===== src/rtl/reg_bank_x86_pkg.sv =====
// rtl/reg_bank_x86_pkg.sv - selector encoding, register indices and decode helpers for the x86 register bank
package reg_bank_x86_pkg;

  typedef enum logic [3:0] {
    SEL_AL = 4'd0,  SEL_CL = 4'd1,  SEL_DL = 4'd2,  SEL_BL = 4'd3,
    SEL_AH = 4'd4,  SEL_CH = 4'd5,  SEL_DH = 4'd6,  SEL_BH = 4'd7,
    SEL_AX = 4'd8,  SEL_CX = 4'd9,  SEL_DX = 4'd10, SEL_BX = 4'd11,
    SEL_SP = 4'd12, SEL_BP = 4'd13, SEL_SI = 4'd14, SEL_DI = 4'd15
  } sel_e;

  localparam logic [2:0] IDX_AX = 3'd0;
  localparam logic [2:0] IDX_CX = 3'd1;
  localparam logic [2:0] IDX_DX = 3'd2;
  localparam logic [2:0] IDX_BX = 3'd3;
  localparam logic [2:0] IDX_SP = 3'd4;
  localparam logic [2:0] IDX_BP = 3'd5;
  localparam logic [2:0] IDX_SI = 3'd6;
  localparam logic [2:0] IDX_DI = 3'd7;

  function automatic logic is_byte_sel(input logic [3:0] sel);
    return !sel[3];
  endfunction

  function automatic logic is_high_byte(input logic [3:0] sel);
    return (sel[3:2] == 2'b01);
  endfunction

  // Byte and word selectors 0-11 all map onto AX..BX; only 12-15 reach SP..DI.
  function automatic logic [2:0] sel_to_idx(input logic [3:0] sel);
    return {sel[3] & sel[2], sel[1:0]};
  endfunction

endpackage


===== src/rtl/reg_bank_x86_rport.sv =====
// rtl/reg_bank_x86_rport.sv - one registered read port with byte-lane extraction
module reg_bank_x86_rport
  import reg_bank_x86_pkg::*;
#(
  parameter int DATA_W    = 16,
  parameter int NUM_BANKS = 2,
  parameter int BANK_W    = 1
) (
  input  logic              i_clk,
  input  logic              i_rst,
  input  logic [DATA_W-1:0] i_regs [NUM_BANKS][8],
  input  logic              i_rd,
  input  logic [3:0]        i_rsel,
  input  logic [BANK_W-1:0] i_bank,
  output logic [DATA_W-1:0] o_rdata,
  output logic              o_rvalid
);

  logic [BANK_W-1:0] w_bank;
  logic [DATA_W-1:0] w_word;
  logic [DATA_W-1:0] w_rdata;
  logic [DATA_W-1:0] r_rdata;
  logic              r_rvalid;

  always_comb begin
    w_bank  = (int'(i_bank) < NUM_BANKS) ? i_bank : '0;
    w_word  = i_regs[w_bank][sel_to_idx(i_rsel)];
    w_rdata = '0;
    if (!is_byte_sel(i_rsel)) begin
      w_rdata = w_word;
    end else if (is_high_byte(i_rsel)) begin
      w_rdata[15:8] = w_word[15:8];
    end else begin
      w_rdata[7:0] = w_word[7:0];
    end
  end

  // Data holds while idle so downstream can keep sampling the last result.
  always_ff @(posedge i_clk) begin
    if (i_rst) begin
      r_rdata  <= '0;
      r_rvalid <= 1'b0;
    end else begin
      r_rvalid <= i_rd;
      if (i_rd) begin
        r_rdata <= w_rdata;
      end
    end
  end

  assign o_rdata  = r_rdata;
  assign o_rvalid = r_rvalid;

endmodule


===== src/rtl/reg_bank_x86_mp.sv =====
// rtl/reg_bank_x86_mp.sv - multi-bank x86 register file with SP stepping and write-first read bypass
module reg_bank_x86_mp
  import reg_bank_x86_pkg::*;
#(
  parameter int                DATA_W    = 16,
  parameter int                NUM_BANKS = 2,
  parameter logic [DATA_W-1:0] SP_RESET  = 'hFFFE,
  localparam int               BANK_W    = (NUM_BANKS > 1) ? $clog2(NUM_BANKS) : 1
) (
  input  logic              i_clk,
  input  logic              i_rst,
  input  logic [BANK_W-1:0] i_bank,
  input  logic              i_wr,
  input  logic [3:0]        i_wsel,
  input  logic [DATA_W-1:0] i_wdata,
  input  logic              i_sp_push,
  input  logic              i_sp_pop,
  input  logic              i_rd_a,
  input  logic [3:0]        i_rsel_a,
  input  logic              i_rd_b,
  input  logic [3:0]        i_rsel_b,
  output logic [DATA_W-1:0] o_rdata_a,
  output logic [DATA_W-1:0] o_rdata_b,
  output logic              o_rvalid_a,
  output logic              o_rvalid_b,
  output logic              o_conflict
);

  localparam logic [DATA_W-1:0] STEP = DATA_W'(DATA_W / 8);

  logic [DATA_W-1:0] r_regs [NUM_BANKS][8];
  logic [DATA_W-1:0] w_next [NUM_BANKS][8];
  logic [BANK_W-1:0] w_bank;
  logic [2:0]        w_widx;
  logic [DATA_W-1:0] w_merged;
  logic              w_sp_wr;
  logic              w_step;
  logic              w_conflict;
  logic              r_conflict;

  always_comb begin
    w_bank   = (int'(i_bank) < NUM_BANKS) ? i_bank : '0;
    w_widx   = sel_to_idx(i_wsel);
    w_merged = r_regs[w_bank][w_widx];
    if (!is_byte_sel(i_wsel)) begin
      w_merged = i_wdata;
    end else if (is_high_byte(i_wsel)) begin
      w_merged[15:8] = i_wdata[15:8];
    end else begin
      w_merged[7:0] = i_wdata[7:0];
    end

    // An explicit SP write overrides a single step; push+pop cancel without a conflict.
    w_sp_wr    = i_wr && (i_wsel == SEL_SP);
    w_step     = (i_sp_push ^ i_sp_pop) && !w_sp_wr;
    w_conflict = w_sp_wr && (i_sp_push ^ i_sp_pop);

    w_next = r_regs;
    if (i_wr) begin
      w_next[w_bank][w_widx] = w_merged;
    end
    if (w_step) begin
      w_next[w_bank][IDX_SP] = i_sp_push ? (r_regs[w_bank][IDX_SP] - STEP)
                                         : (r_regs[w_bank][IDX_SP] + STEP);
    end
  end

  always_ff @(posedge i_clk) begin
    if (i_rst) begin
      for (int b = 0; b < NUM_BANKS; b++) begin
        for (int r = 0; r < 8; r++) begin
          r_regs[b][r] <= (r == int'(IDX_SP)) ? SP_RESET : '0;
        end
      end
      r_conflict <= 1'b0;
    end else begin
      r_regs     <= w_next;
      r_conflict <= w_conflict;
    end
  end

  assign o_conflict = r_conflict;

  // Both ports look at the post-update array, giving write-first bypass.
  reg_bank_x86_rport #(
    .DATA_W   (DATA_W),
    .NUM_BANKS(NUM_BANKS),
    .BANK_W   (BANK_W)
  ) u_rport_a (
    .i_clk   (i_clk),
    .i_rst   (i_rst),
    .i_regs  (w_next),
    .i_rd    (i_rd_a),
    .i_rsel  (i_rsel_a),
    .i_bank  (i_bank),
    .o_rdata (o_rdata_a),
    .o_rvalid(o_rvalid_a)
  );

  reg_bank_x86_rport #(
    .DATA_W   (DATA_W),
    .NUM_BANKS(NUM_BANKS),
    .BANK_W   (BANK_W)
  ) u_rport_b (
    .i_clk   (i_clk),
    .i_rst   (i_rst),
    .i_regs  (w_next),
    .i_rd    (i_rd_b),
    .i_rsel  (i_rsel_b),
    .i_bank  (i_bank),
    .o_rdata (o_rdata_b),
    .o_rvalid(o_rvalid_b)
  );

endmodule

===== config.mk =====
export PLATFORM = sky130hd
export DESIGN_NAME = reg_bank_x86_mp
export DESIGN_NICKNAME = d
export VERILOG_FILES = /design/src/rtl/reg_bank_x86_pkg.sv /design/src/rtl/reg_bank_x86_rport.sv /design/src/rtl/reg_bank_x86_mp.sv
export SDC_FILE = /design/constraint.sdc
export NUM_CORES = 1
export LEC_CHECK = 0
export CORE_MARGIN = 4
export CORE_UTILIZATION = 30
export DETAILED_ROUTE_END_ITERATION = 10
export HOLD_SLACK_MARGIN = 0.1
export PLACE_DENSITY = 0.56
export SYNTH_ARGS = -nofsm -noshare
export SYNTH_HDL_FRONTEND = slang
export SYNTH_SLANG_ARGS = --single-unit

===== constraint.sdc =====
create_clock -name i_clk -period 8.87 [get_ports i_clk]
set_input_delay 1.774 -clock i_clk [delete_from_list [all_inputs] [get_ports i_clk]]
set_output_delay 1.774 -clock i_clk [all_outputs]
set_load 0.005 [all_outputs]

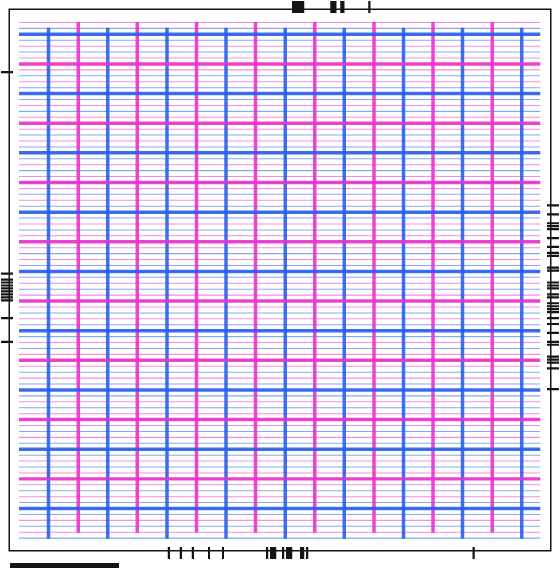
*Power grid, run 1*
Scale bar: 50 um. Pins as bars on the die edge.
magenta -> VDD
blue -> VSS
met5 straps = 17
rows = 87
signal pins = 71
Die X-Extent: 248 um
die height: 248 um

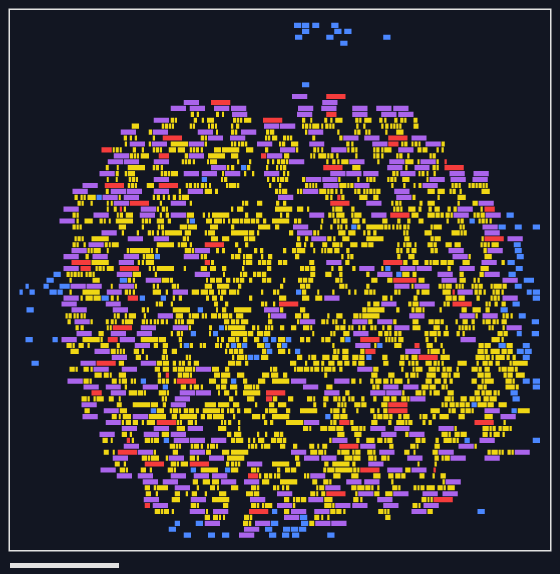
*Placed cells, one colour a class, run 1*
Scale bar: 50 um.
purple -> flip-flops  # cells 291, share of their area 31%
yellow -> all other logic  # cells 1679, share of their area 57%
blue -> other buffers and delay cells  # cells 120, share of their area 5.7%
red -> clock drivers and dummy loads  # cells 62, share of their area 6.4%
sequential share of cell area: 0.296
Final Util: 0.347
Core Rows: 87

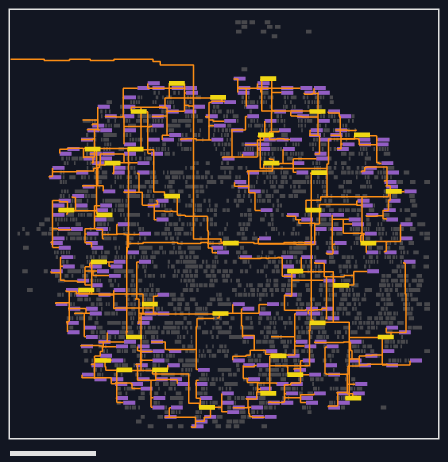
*Clock wires, drivers and flops, run 1*
Scale bar: 50 um.
orange -> clock wires  # length 4510 um
yellow -> cells driving clock nets  # count 36
purple -> flip-flops  # count 291
routed clock nets = 37
Worst Skew: 19.5 ps
clk latency late pin: 550 ps
Clk network pwr share: 0.425
power in the clock group: 0.00149 W

[run 1: logic make-up (layout without fill, tap and decap cells)]
family | count (synthesis) | count (layout) | synth area share
buffers and inverters | 207 | 202 | 0.0544
xor gates and xnor gates | 18 | 18 | 0.00914
muxes | 211 | 211 | 0.157
adders and majority gates | 14 | 14 | 0.0106
AOI/OAI and AO/OA | 644 | 644 | 0.244
and+or+nand+nor | 772 | 772 | 0.187
DFF | 291 | 291 | 0.338
[run 1: worst reg2reg max path, stage by stage, from the launching register on]
cell	delay (ps)
dfxtp_1	330
mux2i_1	500
inv_1	130
fa_1	470
a211o_1	350
a31oi_1	360
xnor2_1	240
nand2_1	100
a31oi_1	410
mux4_2	340
a2bb2oi_1	70
a211oi_1	260
[run 1: how the worst max path moves through the flow]
stage	endpoint	slack [ps]	depth (start not counted)	from
CTS	u_rport_b.o_rdata[6]	3550	10	i_bank
floorplan	u_rport_a.o_rdata[13]	3560	17	i_bank
global route	u_rport_b.o_rdata[6]	3240	10	i_bank
detailed placement	u_rport_b.o_rdata[6]	2990	10	i_bank
finish	u_rport_b.o_rdata[6]	3520	10	i_bank
global placement	u_rport_a.o_rdata[6]	3100	9	i_bank
[run 1: cell type report]
type | count | share of cell area
Multi-Input combinational cell | 1659 | 0.536
Tap cell | 756 | 0.0481
Timing Repair Buffer | 120 | 0.0546
Clock inverter | 9 | 0.00427
Clock buffer | 53 | 0.0563
Sequential cell | 291 | 0.296
Inverter | 20 | 0.00382
[run 1: where the power goes]
part	total (W)	leakage [nW]	internal, W	switching, W
clock network	0.00149	0.578	0.000891	0.000602
registers	0.00138	2.36	0.00135	0.0000298
logic	0.000643	3.87	0.000219	0.000425
==> impl_metrics.csv, run 1 <==
group,metric,value,unit
min_path,worst_hold_path.endpoint,"r_regs[142]",
routing,remaining_drc_errors,0,
global_routing,use_met3,0.0449,
global_routing,grt_use_met1,0.318,
synthesis,syn-num-nets,2207,
routing,met1_length,30800,um
final_layout,syn2layout_area_growth,13.9,%
routing,drt_iter0_markers,2261,
synthesis,top_cell_area_share,0.338,
min_path,holdPathStages,2,
worst_setup_path,path_buffers,2,
timing,slew-limit-headroom,0.0832,
global_routing,met2_usage,0.344,
synthesis,netlist-cell-type-count,85,
worst_setup_path,crit_path_max_incr_delay,910,ps
place,portBuffers,70,
die,fp_util,0.305,
global_routing,grt_use_total,0.226,
clocking,numCtsBuffers,36,
global_routing,antenna_found_initial,2,
synthesis,syn_area,0.0173,sq mm
timing,rsz0062_at_grt,"false",
clocking,root_buffer,"clkbuf_16",
clocking,numClockSinks,291,
routing,wl_met3,6790,um
place,dp_hpwl,50000,um
final_layout,largest_reg_flops,256,
final_layout,drive_above_1_share,0.113,
worst_setup_path,ff2ff_path_depth,11,
routing,drt_pass1_iterations,6,
place,pre_cts_slack,2990,ps
worst_setup_path,critPathRequiredTime,9340,ps
timing,period_used_share,0.603,
final_layout,final_area,0.0197,sq mm
min_path,hold_start,"r_regs[142]",
timing,tightest_slew,1370,ps
place,dp_cells,2846,
timing,fmax,187,MHz
timing,maxSlewViolCount,0,
global_routing,grt_overflow,0,
power_and_ir_drop,p_total,0.00352,W
synthesis,area_leaders,"dfxtp_1, nand2_1, mux2i_1",
min_path,hold_class,"register to register",
clocking,cts_max_path_buffers,3,
worst_setup_path,criticalPathCategory,"primary input to register",
clocking,cts_resized,0,
die,io_pins,71,
routing,vias,17126,
worst_setup_path,cp_top_family,"AND-OR/OR-AND gates",
run,max_cap_violations,0,
timing,fin_hold_ws,447,ps
synthesis,top_cell,"nand2_1",
routing,topRoutingLayerUsed,"met5",
worst_setup_path,worst-path-max-fanout,58,
place,place_congestion,0.993,
run_status,status,"completed",
place,placed_area,0.0185,sq mm
synthesis,yosys_area,0.0173,sq mm
timing,tns,0,ps
global_routing,grt_pass1_vias,15853,
synthesis,top_area_cell,"dfxtp_1",
synthesis,synthesis.yosys.warnings,0,
routing,routed_via_density,5.89,
### Routed metal, one colour a layer, run 1

Only two layers are drawn.
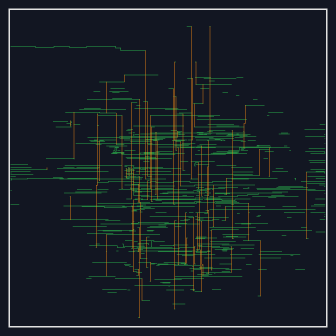

==> run 2: changes to the inputs <==
--- a/config.mk
+++ b/config.mk
@@ -9,7 +9,7 @@
 export CORE_UTILIZATION = 30
 export DETAILED_ROUTE_END_ITERATION = 10
 export HOLD_SLACK_MARGIN = 0.1
-export PLACE_DENSITY = 0.56
+export PLACE_DENSITY = 0.58
 export SYNTH_ARGS = -nofsm -noshare
 export SYNTH_HDL_FRONTEND = slang
 export SYNTH_SLANG_ARGS = --single-unit
==> constraint.sdc (replaced) <==
create_clock -name i_clk -period 4.43 [get_ports i_clk]
set_input_delay 0.886 -clock i_clk [delete_from_list [all_inputs] [get_ports i_clk]]
set_output_delay 0.886 -clock i_clk [all_outputs]
set_load 0.005 [all_outputs]
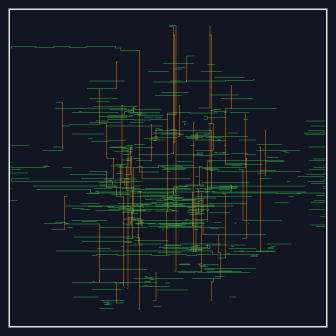
*Routed metal, one colour a layer, run 2*
Only two layers are drawn.
orange -> met4  # wire length 2470 um
green -> met3  # wire length 6730 um
Overall Global Routing Usage: 0.222
Post-Route WL: 70800 um
via count: 17110
WL per Instance: 23.8 um

==> run 2 against run 1 <==
Clock power rose by 120%. Cell area rose by 3.1%. Flip-flop count did not move. Cell count rose by 2.2%. Global-route usage fell by 0.42 points. Sequential share of layout area fell by 0.90 points. Highest routed layer unchanged.
==> impl_metrics.csv, run 2 <==
group,metric,value,unit
clocking,cts_resized,0,
worst_setup_path,crit_path_max_incr_delay,730,ps
routing,drt_iter0_markers,2021,
die,chipArea,0.0614,sq mm
synthesis,area_leaders,"dfxtp_1, nand2_1, mux2i_1",
synthesis,syn-num-nets,2207,
worst_setup_path,criticalPathCategory,"primary input to register",
clocking,clk_latency,550,ps
die,rows,87,
timing,period_used_share,0.850,
die,io_pins,71,
place,portBuffers,70,
clocking,numClockSinks,291,
run,max_cap_violations,0,
global_routing,grt_pass1_vias,15826,
worst_setup_path,ff2ff_path_depth,11,
synthesis,yosys_area,0.0173,sq mm
routing,drt_pass1_iterations,7,
min_path,hold_start,"r_regs[117]",
global_routing,antenna_found_initial,2,
synthesis,top_area_cell,"dfxtp_1",
worst_setup_path,critical-path-slowest-cell,"clkdlybuf4s50_1",
die,die_height,248,um
final_layout,largest_reg_flops,256,
worst_setup_path,critPathLaunch,"i_wsel[3]",
place,dp_cells,2911,
place,dp_hpwl,51500,um
timing,tns,0,ps
synthesis,syn_area,0.0173,sq mm
min_path,hold_class,"register to register",
worst_setup_path,worst-path-max-fanout,15,
final_layout,drive_above_1_share,0.136,
timing,rsz0062_at_grt,"false",
timing,fin_hold_ws,452,ps
clocking,cts_max_path_buffers,3,
min_path,worst_hold_path.endpoint,"r_regs[117]",
place,place_congestion,0.946,
die,die-width,248,um
synthesis,top_cell,"nand2_1",
timing,fmax,265,MHz
clocking,numCtsBuffers,36,
final_layout,syn2layout_area_growth,17.5,%
timing,clock_skew,19.8,ps
run_status,status,"completed",
worst_setup_path,start_kind,"primary input",
routing,routed_via_density,5.76,
routing,remaining_drc_errors,0,
synthesis,netlist-cell-type-count,85,
synthesis,top_cell_area_share,0.338,
worst_setup_path,critPathRequiredTime,4880,ps
die,fp_util,0.305,
synthesis,synthesis.yosys.warnings,0,
min_path,holdPathStages,2,
timing,slew-limit-headroom,0.280,
timing,tightest_slew,1080,ps
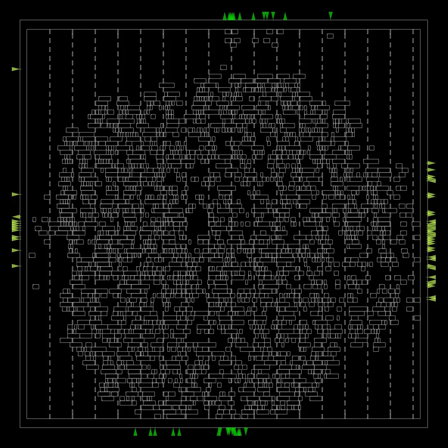
*Placed standard cells, run 2*
Final Util: 0.358
Fillers: 5904
FF+latch count: 291

run 2: cell count changes in the layout (fill, tap and decap cells not counted):
cell	change
buf_4	+60
clkbuf_8	-9
bufinv_16	+7
clkbuf_1	+6
buf_12	+5
clkinvlp_4	-4
clkinv_4	-1
o21ai_1	+1
o21ai_2	-1
run 2: critical path: cells and delay by family:
kind / cells / cell delay [ps]
muxes: 1 / 530
buffers and inverters: 2 / 1130
AOI/OAI and AO/OA: 3 / 470
and+or+nand+nor: 3 / 1170
run 2: final cells by class:
cell class                      instances  area [sq um]
Inverter                               20          75.1
Timing Repair Buffer                  185          1620
Tap cell                              756           946
Fill cell                            5904         36300
Sequential cell                       291          5830
Multi-Input combinational cell       1659         10500
Clock buffer                           50          1000
Clock inverter                         11           255
run 2: where the power goes:
group	total (W)	internal (W)	leakage, nW	switching, W
logic	0.00134	0.000484	4.20	0.000856
registers	0.00276	0.00270	2.36	0.0000615
clock network	0.00323	0.00204	0.614	0.00118
run 2: logic make-up after synthesis:
logic type | synth area share
AOI/OAI and AO/OA | 0.244
xor gates and xnor gates | 0.00914
adders and majority gates | 0.0106
buffers and inverters | 0.0544
DFF | 0.338
muxes | 0.157
and+or+nand+nor | 0.187
run 2: layer usage:
metal / vias to the layer above / GRT usage / part of all wire
li1: 7820 / - / -
met4: 4 / 0.0727 / 0.035
met2: 887 / 0.338 / 0.43
met3: 160 / 0.0577 / 0.095
met5: - / 0 / 0.00032
met1: 8239 / 0.307 / 0.44
run 2: metrics by stage:
step / cell area [sq um] / setup WS, ps / power (W)
2_1_floorplan: 17300 / 9.12 / 0.00362
3_3_place_gp: 19000 / 194 / 0.00411
3_5_place_dp: 19000 / 218 / 0.00412
4_1_cts: 20300 / 786 / 0.00734
5_1_grt: 20300 / 494 / 0.00757
6_report: 20300 / 663 / 0.00733
Power figures rest on the tool's default switching activity, not on a simulated workload.
